$ cat src/rtl/gpio_in_pkg.sv
// Shared definitions for the board-input path: event word layout and its packed view.
// The event word carries a switch snapshot in the upper half and the press mask in the low bits.
package gpio_in_pkg;

    localparam int unsigned EVT_WORD_W   = 32;
    localparam int unsigned EVT_SW_MSB   = 31;
    localparam int unsigned EVT_SW_LSB   = 16;
    localparam int unsigned EVT_MASK_MSB = 4;

    localparam int unsigned EVT_SW_W   = EVT_SW_MSB - EVT_SW_LSB + 1;
    localparam int unsigned EVT_MASK_W = EVT_MASK_MSB + 1;
    localparam int unsigned EVT_RSVD_W = EVT_SW_LSB - EVT_MASK_W;

    typedef struct packed {
        logic [EVT_SW_W-1:0]   sw;
        logic [EVT_RSVD_W-1:0] rsvd;
        logic [EVT_MASK_W-1:0] mask;
    } event_t;

endpackage

$ cat src/rtl/debounce_cell.sv
// One input channel: two-flop synchronizer followed by a stability counter.
// The debounced level only follows the synchronized input after DEBOUNCE_CYCLES stable cycles.
module debounce_cell #(
    parameter int unsigned DEBOUNCE_CYCLES = 1000
) (
    input  logic clk,
    input  logic n_rst,
    input  logic raw,
    output logic db
);

    localparam int unsigned CNT_W = $clog2(DEBOUNCE_CYCLES);
    localparam logic [CNT_W-1:0] CNT_MAX = CNT_W'(DEBOUNCE_CYCLES - 1);

    logic             sync0_q;
    logic             sync1_q;
    logic [CNT_W-1:0] cnt_q;
    logic [CNT_W-1:0] cnt_d;
    logic             db_q;
    logic             db_d;

    always_ff @(posedge clk or negedge n_rst) begin
        if (!n_rst) begin
            sync0_q <= 1'b0;
            sync1_q <= 1'b0;
            cnt_q   <= '0;
            db_q    <= 1'b0;
        end else begin
            sync0_q <= raw;
            sync1_q <= sync0_q;
            cnt_q   <= cnt_d;
            db_q    <= db_d;
        end
    end

    // Any return to the current level restarts the count, so short glitches never land.
    always_comb begin
        cnt_d = cnt_q;
        db_d  = db_q;
        if (sync1_q == db_q) begin
            cnt_d = '0;
        end else if (cnt_q == CNT_MAX) begin
            db_d  = sync1_q;
            cnt_d = '0;
        end else begin
            cnt_d = cnt_q + 1'b1;
        end
    end

    assign db = db_q;

endmodule

$ cat src/rtl/gpio_input_ctrl.sv
// Board input controller: debounces switches/buttons and queues one event word per press
// into a small FIFO drained by the consumer over a valid/ready handshake.
module gpio_input_ctrl
    import gpio_in_pkg::*;
#(
    parameter int unsigned SW_WIDTH        = 16,
    parameter int unsigned BTN_WIDTH       = 5,
    parameter int unsigned DEBOUNCE_CYCLES = 1000,
    parameter int unsigned FIFO_DEPTH      = 8
) (
    input  logic                          clk,
    input  logic                          n_rst,
    input  logic [SW_WIDTH-1:0]           SW,
    input  logic [BTN_WIDTH-1:0]          BTN,
    input  logic                          rd_ready,
    input  logic                          clr_ovf,
    output logic                          rd_valid,
    output logic [EVT_WORD_W-1:0]         rd_data,
    output logic [SW_WIDTH-1:0]           sw_level,
    output logic [$clog2(FIFO_DEPTH):0]   event_count,
    output logic                          overflow
);

    localparam int unsigned PTR_W = $clog2(FIFO_DEPTH);
    localparam int unsigned CNT_W = PTR_W + 1;
    localparam logic [CNT_W-1:0] FULL_COUNT = CNT_W'(FIFO_DEPTH);

    logic [SW_WIDTH-1:0]  sw_db;
    logic [BTN_WIDTH-1:0] btn_db;
    logic [BTN_WIDTH-1:0] btn_db_q;
    logic [BTN_WIDTH-1:0] press_mask;

    for (genvar i = 0; i < SW_WIDTH; i++) begin : g_sw
        debounce_cell #(
            .DEBOUNCE_CYCLES(DEBOUNCE_CYCLES)
        ) u_cell (
            .clk  (clk),
            .n_rst(n_rst),
            .raw  (SW[i]),
            .db   (sw_db[i])
        );
    end

    for (genvar i = 0; i < BTN_WIDTH; i++) begin : g_btn
        debounce_cell #(
            .DEBOUNCE_CYCLES(DEBOUNCE_CYCLES)
        ) u_cell (
            .clk  (clk),
            .n_rst(n_rst),
            .raw  (BTN[i]),
            .db   (btn_db[i])
        );
    end

    always_ff @(posedge clk or negedge n_rst) begin
        if (!n_rst) begin
            btn_db_q <= '0;
        end else begin
            btn_db_q <= btn_db;
        end
    end

    // Rising edges of the debounced buttons only; releases are ignored.
    assign press_mask = btn_db & ~btn_db_q;

    event_t push_word;

    always_comb begin
        push_word      = '0;
        push_word.sw   = EVT_SW_W'(sw_db);
        push_word.mask = EVT_MASK_W'(press_mask);
    end

    // Event FIFO
    event_t           mem [FIFO_DEPTH];
    logic [PTR_W-1:0] wr_ptr_q;
    logic [PTR_W-1:0] wr_ptr_d;
    logic [PTR_W-1:0] rd_ptr_q;
    logic [PTR_W-1:0] rd_ptr_d;
    logic [CNT_W-1:0] count_q;
    logic [CNT_W-1:0] count_d;
    logic             ovf_q;
    logic             ovf_d;
    logic             rd_valid_q;
    logic             rd_valid_d;
    event_t           rd_data_q;
    event_t           rd_data_d;

    logic push;
    logic pop;
    logic full;
    logic wr_en;
    logic drop;

    assign push  = |press_mask;
    assign pop   = rd_valid_q & rd_ready;
    assign full  = (count_q == FULL_COUNT);
    // A full FIFO still accepts a word when the head leaves in the same cycle.
    assign wr_en = push & (~full | pop);
    assign drop  = push & full & ~pop;

    always_comb begin
        wr_ptr_d = wr_ptr_q;
        rd_ptr_d = rd_ptr_q;
        count_d  = count_q;
        ovf_d    = ovf_q;

        if (wr_en) begin
            wr_ptr_d = wr_ptr_q + 1'b1;
        end
        if (pop) begin
            rd_ptr_d = rd_ptr_q + 1'b1;
        end

        unique case ({wr_en, pop})
            2'b10:   count_d = count_q + 1'b1;
            2'b01:   count_d = count_q - 1'b1;
            default: count_d = count_q;
        endcase

        if (drop) begin
            ovf_d = 1'b1;
        end else if (clr_ovf) begin
            ovf_d = 1'b0;
        end
    end

    // Registered head: reloads one cycle after occupancy appears, with a bubble after each pop
    // so the popped word is never presented twice.
    always_comb begin
        rd_valid_d = rd_valid_q;
        rd_data_d  = rd_data_q;
        if (pop) begin
            rd_valid_d = 1'b0;
        end else if (count_q != '0) begin
            rd_valid_d = 1'b1;
            rd_data_d  = mem[rd_ptr_q];
        end else begin
            rd_valid_d = 1'b0;
        end
    end

    always_ff @(posedge clk) begin
        if (wr_en) begin
            mem[wr_ptr_q] <= push_word;
        end
    end

    always_ff @(posedge clk or negedge n_rst) begin
        if (!n_rst) begin
            wr_ptr_q   <= '0;
            rd_ptr_q   <= '0;
            count_q    <= '0;
            ovf_q      <= 1'b0;
            rd_valid_q <= 1'b0;
            rd_data_q  <= '0;
        end else begin
            wr_ptr_q   <= wr_ptr_d;
            rd_ptr_q   <= rd_ptr_d;
            count_q    <= count_d;
            ovf_q      <= ovf_d;
            rd_valid_q <= rd_valid_d;
            rd_data_q  <= rd_data_d;
        end
    end

    assign rd_valid    = rd_valid_q;
    assign rd_data     = rd_data_q;
    assign sw_level    = sw_db;
    assign event_count = count_q;
    assign overflow    = ovf_q;

endmodule

$ cat config.mk
export PLATFORM = sky130hd
export DESIGN_NAME = gpio_input_ctrl
export DESIGN_NICKNAME = d
export VERILOG_FILES = /design/src/rtl/gpio_in_pkg.sv /design/src/rtl/debounce_cell.sv /design/src/rtl/gpio_input_ctrl.sv
export SDC_FILE = /design/constraint.sdc
export NUM_CORES = 1
export LEC_CHECK = 0
export ABC_AREA = 0
export CORE_AREA = 2 2 167 235
export DETAILED_ROUTE_END_ITERATION = 10
export DIE_AREA = 0 0 169 237
export GPL_ROUTABILITY_DRIVEN = 1
export PLACE_DENSITY = 0.83
export SLEW_MARGIN = 20
export SYNTH_ARGS = -nofsm -noshare
export SYNTH_HDL_FRONTEND = slang
export SYNTH_HIERARCHICAL = 1
export SYNTH_SLANG_ARGS = --single-unit
export TNS_END_PERCENT = 50
$ cat constraint.sdc
create_clock -name clk -period 3.5 [get_ports clk]
set_clock_uncertainty 0.2 [all_clocks]
set_input_delay 0.7 -clock clk [delete_from_list [all_inputs] [get_ports clk]]
set_output_delay 0.7 -clock clk [all_outputs]
set_load 0.01 [all_outputs]
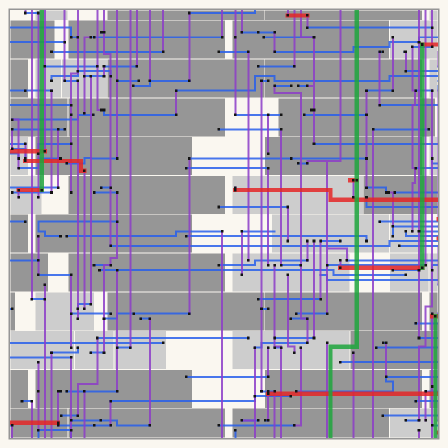
(images/closeup.png)
Region (70, 104) to (100, 134) um. Cells in grey, sequential cells in the stronger grey; small squares are vias.
layer	colour
M4	green
M1	blue
M3	red
M2	purple
most frequent	edfxtp_1 (18), mux4_2 (3), buf_4 (2)
sequential cells in the window	18
cells with their middle in the window	32
netlist names of flops here include	mem (18)

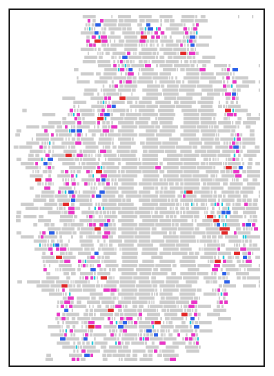
(images/gates.png)
Scale: 1.5 px per um.
family	colour	cells	where
non-inverting ao/oa cells	blue	45	spread over the die
fa/ha/maj cells	red	26	spread over the die
and/or cells	magenta	171	spread over the die
inv cells	cyan	51	spread over the die

==> results_dict.tcl <==
# yosys + openroad results
set metrics [dict create \
    cp-end-kind "register" \
    fill_cells 2673 \
    lay_top_count "dfrtp_1" \
    grt_pass1_vias 13726 \
    status "complete, no violations" \
    core_mm2 0.03807 \
    power_leader "registers" \
    dr.pass1.iters 5 \
    p_comb_share_pct 11.2 \
    ys_sh_xor_pct 3.852 \
    signal_buffers 95 \
    cp_num_buf_inv 1 \
    post-place-ws_ns 0.3642 \
    synth.area.mux_share_pct 6.785 \
    regToRegEndpoint "event_count[3]$_DFFE_PN0P_" \
    postRouteAntennaNets 0 \
    common_cells "dfrtp_1, edfxtp_1, nor2_1, a21oi_1, nand3_1" \
    cp-endpoint "event_count[3]$_DFFE_PN0P_" \
    cts.sinks 479 \
    inverters 51 \
    synth_area_per_cell_um2 13.26 \
    synth.distinct_cells 49 \
    comb.multi_input.count 1012 \
    synth-edff-count 168 \
    p_leak_uw 0.009479 \
    power-per-cell-area_mw_per_mm2 541.9 \
    signal_buffer_area_fraction_pct 3.968 \
    hold_start "g_sw[1].u_cell/sync0_q$_DFF_PN0_" \
    r2r_start "g_btn[2].u_cell/db$_DFFE_PN0P_" \
    synth.cell_area_mm2 0.02069 \
    crit_type "reg2reg" \
    place_congestion 0.8445 \
    layout_top_cells "dfrtp_1, edfxtp_1, nor2_1" \
    yosysChipArea_mm2 0.02069 \
    regArea_mm2 0.01283 \
    cp_slowest_cell "nor4_1" \
    n_clock_buffer 54 \
    die_area_mm2 0.04005 \
    cp_max_fo 10 \
    grt_setup_unrepaired "false" \
    post-dp-hpwl_mm 26.35 \
    critical_path_arrival_ns 3.31 \
    clk_share_pct 6.381 \
    fin_area_mm2 0.02365 \
    area_delta_synth_final_pct 14.29 \
    busiest_layer "met2" \
    internal-power_uw 9559 \
    holdWs_ns 0.1474 \
    flops 479 \
    clk_latency_ns 0.56 \
    synth-seq-cells 479 \
    drt-met1-wl_mm 16.57 \
    crit_cells 10 \
    initialDrtViolationCount 1003 \
    top_register "mem" \
    final.setup.worst_slack_ns 0.4695 \
    drt_wl_total_mm 41.25 \
    antenna_found_initial 0 \
    hold_buffers 1 \
    drive_above_1_share_pct 17.95 \
    grt_pass1_wl_mm 68.57 \
    htreeDepth 2 \
    post_cts_buffers 0 \
]
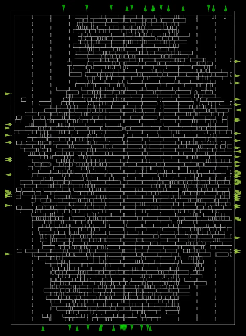
(images/placed.png)
non-filler instance count after layout: 2,199
Tap Count: 478
Seq/total area: 54.27%
floorplan row count: 85
Layout Utilization: 62.11%

Power is estimated from default activity; no workload was simulated.
